**src/rtl/sdim_stream_packer.sv**
```systemverilog
// sdim_stream_packer: packs a one-element-per-beat stream into SDIM-element beats, tlast at each BDIM block end
module sdim_stream_packer #(
  parameter int ELEM_WIDTH = 8,
  parameter int SDIM = 4,
  parameter int BDIM = 16
) (
  input  logic                       ap_clk,
  input  logic                       ap_rst,
  input  logic [ELEM_WIDTH-1:0]      s_axis_tdata,
  input  logic                       s_axis_tvalid,
  output logic                       s_axis_tready,
  output logic [SDIM*ELEM_WIDTH-1:0] m_axis_tdata,
  output logic                       m_axis_tvalid,
  input  logic                       m_axis_tready,
  output logic                       m_axis_tlast,
  output logic [31:0]                blocks_done
);
  localparam int LW = SDIM > 1 ? $clog2(SDIM) : 1;
  localparam int EW = BDIM > 1 ? $clog2(BDIM) : 1;
  localparam logic [LW-1:0] LAST_LANE = LW'(SDIM - 1);
  localparam logic [EW-1:0] LAST_ELEM = EW'(BDIM - 1);
  logic [LW-1:0] lane;
  logic [EW-1:0] elem;
  logic [SDIM*ELEM_WIDTH-1:0] pack, beat;
  logic accept, block_end, done;
  assign s_axis_tready = !m_axis_tvalid | m_axis_tready;
  assign accept = s_axis_tvalid & s_axis_tready;
  assign block_end = elem == LAST_ELEM;
  assign done = accept & (lane == LAST_LANE | block_end);
  // lanes above the current one are zero, which pads a short block-end beat
  always_comb begin
    beat = '0;
    for (int i = 0; i < SDIM; i++)
      beat[i*ELEM_WIDTH +: ELEM_WIDTH] = LW'(i) == lane ? s_axis_tdata :
                                         LW'(i) < lane ? pack[i*ELEM_WIDTH +: ELEM_WIDTH] : '0;
  end
  always_ff @(posedge ap_clk or posedge ap_rst)
    if (ap_rst) begin
      lane          <= '0;
      elem          <= '0;
      pack          <= '0;
      m_axis_tdata  <= '0;
      m_axis_tvalid <= 1'b0;
      m_axis_tlast  <= 1'b0;
      blocks_done   <= '0;
    end else begin
      if (accept) begin
        lane <= done ? '0 : lane + 1'b1;
        elem <= block_end ? '0 : elem + 1'b1;
        pack <= done ? '0 : beat;
      end
      if (done) begin
        m_axis_tdata <= beat;
        m_axis_tlast <= block_end;
      end
      m_axis_tvalid <= done | (m_axis_tvalid & !m_axis_tready);
      if (m_axis_tvalid & m_axis_tready & m_axis_tlast) blocks_done <= blocks_done + 32'd1;
    end
endmodule

```
**config.mk**
```make
export PLATFORM = sky130hd
export DESIGN_NAME = sdim_stream_packer
export DESIGN_NICKNAME = d
export VERILOG_FILES = /design/src/rtl/sdim_stream_packer.sv
export SDC_FILE = /design/constraint.sdc
export NUM_CORES = 1
export LEC_CHECK = 0
export CORE_ASPECT_RATIO = 1.1
export CORE_UTILIZATION = 25
export CTS_CLUSTER_SIZE = 40
export DETAILED_ROUTE_END_ITERATION = 8
export MAX_ROUTING_LAYER = met4
export PLACE_DENSITY = 0.53
export SETUP_SLACK_MARGIN = 0.2
export SYNTH_ARGS = -nofsm -noshare
export SYNTH_HDL_FRONTEND = slang
export SYNTH_SLANG_ARGS = --single-unit
```
**constraint.sdc**
```tcl
create_clock -name ap_clk -period 8.3 [get_ports ap_clk]
set_input_delay 1.245 -clock ap_clk [delete_from_list [all_inputs] [get_ports ap_clk]]
set_output_delay 1.245 -clock ap_clk [all_outputs]
set_load 0.005 [all_outputs]
```
Fig. 1: routed metal per tile
25 x 28 tiles, from dark blue (low) to red (high), scaled to the fullest tile. Values are wire area over tile area, all layers added.
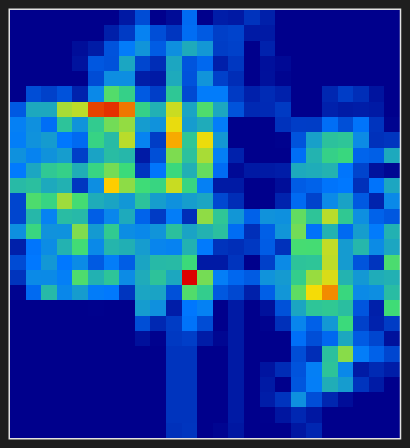
emptiest ninth of the die	lower left
tiles over half the peak	6.7%
fullest tile	0.52
nearly empty tiles	33%
DRT Wirelength: 10500 µm
GRT Util Overall: 13.2%
Avg WL per Cell: 15.7 µm

Fig. 2: register map, names as in the netlist
The bar under the picture is 50 µm long. Other sequential cells in the stronger grey, the rest of the logic in the fainter grey.
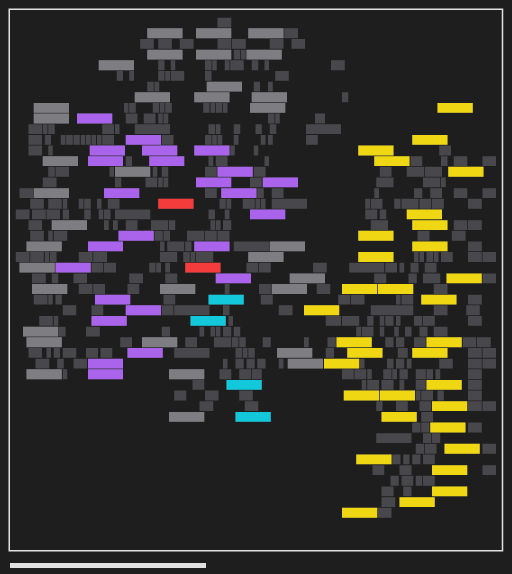
signal	colour	placed flops
`pack`	purple	24
`elem`	cyan	4
`lane`	red	2
`blocks_done`	yellow	32
not coloured	34
Sequential Area: 0.00240 mm²
flop share of the area: 43.9%
utilization after layout: 33.4%
P_seq: 0.000719 W

==> impl_metrics.yaml <==
# synthesis and place-and-route metrics
setup_path:
  worstSetupPathType: "input pin to primary output"
  cp_slowest_stage_delay_ns: 0.57
  cp_cell_sequence: "clkdlybuf4s50_1, nand2b_1, clkdlybuf4s50_1"
  worst_ep_required_time_ns: 7.05
  r2r_end: "pack[11]$_DFFE_PP0P_"
  worstSetupStartpoint: "m_axis_tready"
  rr_worst_depth: 5
  cp.arrival_ns: 2.60
  r2r_setup_slack_ns: 5.75
  slowest_stage: "clkdlybuf4s50_1"
  cpMostUsedCell: "clkdlybuf4s50_1"
final_timing:
  period_minus_slack_ns: 3.84
  finalHoldViolCount: 0
  worst_pin_slew_ns: 0.827
  fin_setup_tns_ns: 0
  setup_violations: 0
  maxSlewViolCount: 0
  rsz0062_at_grt: "no"
  slew_headroom_pct: 44.9
placed_design:
  dpl-instance-area_mm2: 0.00517
  gp_congestion: 0.835
  place_ws_ns: 4.46
  place_inst: 656
clocking:
  cts_repair_resize_count: 0
  htreeDepth: 3
  clockRootBuffer: "clkbuf_16"
  cts_sinks: 96
  cts_buffers: 9
  cts_buffer_depth: 2
  hold_buffers: 0
die:
  io_pins: 79
  dieWidth_um: 126
  nWellTaps: 204
  die_h_um: 138
layout:
  layout_top_cell: "dfrtp_1"
  largestClassByArea: "registers"
  inv_count: 8
  fill_cells: 1650
  diodes: 0
  comb_cells: 268
  nClkBuffers: 9
  mostFrequentLayoutCells: "dfrtp_1, clkdlybuf4s50_1, nor2_1"
  n_sequential_cell: 96
detailed_routing:
  dr_wl_met2_um: 4870
  top_layer: "met4"
  via_per_inst: 4.75
  vias: 3189
  drcViolationCount: 8
  drt-met1-wl_um: 4940
grt:
  use_met1_pct: 16.9
  grt_antenna_before_repair: 0
  grt_max_degree: 65
synth:
  ys_sh_aoi_pct: 12.9
  async_reset_ff_share_pct: 100
  ys_cells: 392
  synth_cells: 392
  synth-edff-count: 0
  synth_area_leader_cell: "dfrtp_1"
  yosysUniqueCellTypes: 33
  synthTopCellsByArea: "dfrtp_1, a22o_1, a21oi_1"
  syn_avg_cell_area_um2: 10.7
  ys_seq_share_pct: 57.3
  synth_area_mm2: 0.00420
  synth-seq-cells: 96
  yosys-stat-area_mm2: 0.00420
power_and_ir_drop:
  powerDensity_mw_per_mm2: 311
  power.leakage_nw: 2.38
worst_hold_path:
  hold_depth: 1
  hold_class: "flip-flop to flip-flop"
  min_from: "blocks_done[31]$_DFFE_PP0P_"
outcome:
  outcome: "complete, but fails checks"
  violations: "DRC"
flow_run:
  drv_cap: 0
Fig. 3: clock network drawn from the DEF
The bar under the picture is 50 µm long.
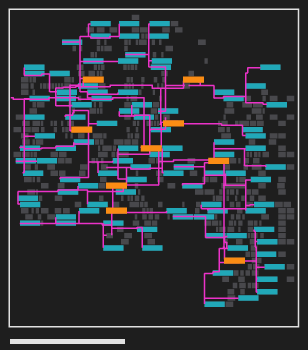
[clock wires] magenta | length: 1390 µm
[flip-flops] cyan | count: 96
[clock drivers] orange | count: 9
routed clock nets	10
Layout Skew: 0.00971 ns
P_clk: 0.000431 W
clk_lat worst skew: 0.35 ns

Fig. 4: placed standard cells
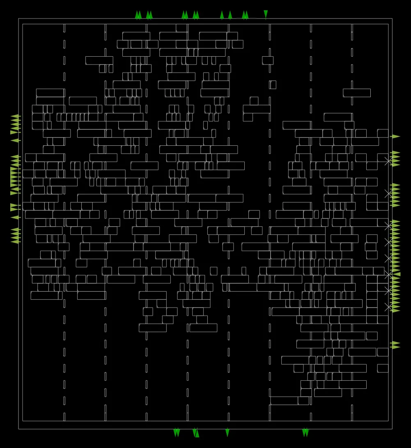
final instance count without filler cells: 672
core area: 0.0164 mm²

-- sequential cells by signal, summed over array words and instances, names as in the netlist --
signal / flops
m_axis_tdata: 32
elem: 4
m_axis_tlast: 1
blocks_done: 32
lane: 2
m_axis_tvalid: 1
pack: 24
-- worst max-delay path, delay by kind of cell --
| family | cells | cell delay [ns] |
|---|---|---|
| AND/OR/NAND/NOR | 1 | 0.25 |
| buffers and inverters | 2 | 1.10 |
-- report_power, final --
group | leakage [nW] | total, W | internal [W] | switching, W
sequential | 1.23 | 0.000719 | 0.000614 | 0.000105
combinational | 0.993 | 0.000553 | 0.000297 | 0.000256
clock | 0.151 | 0.000431 | 0.000237 | 0.000194
Power is estimated from default activity; no workload was simulated.
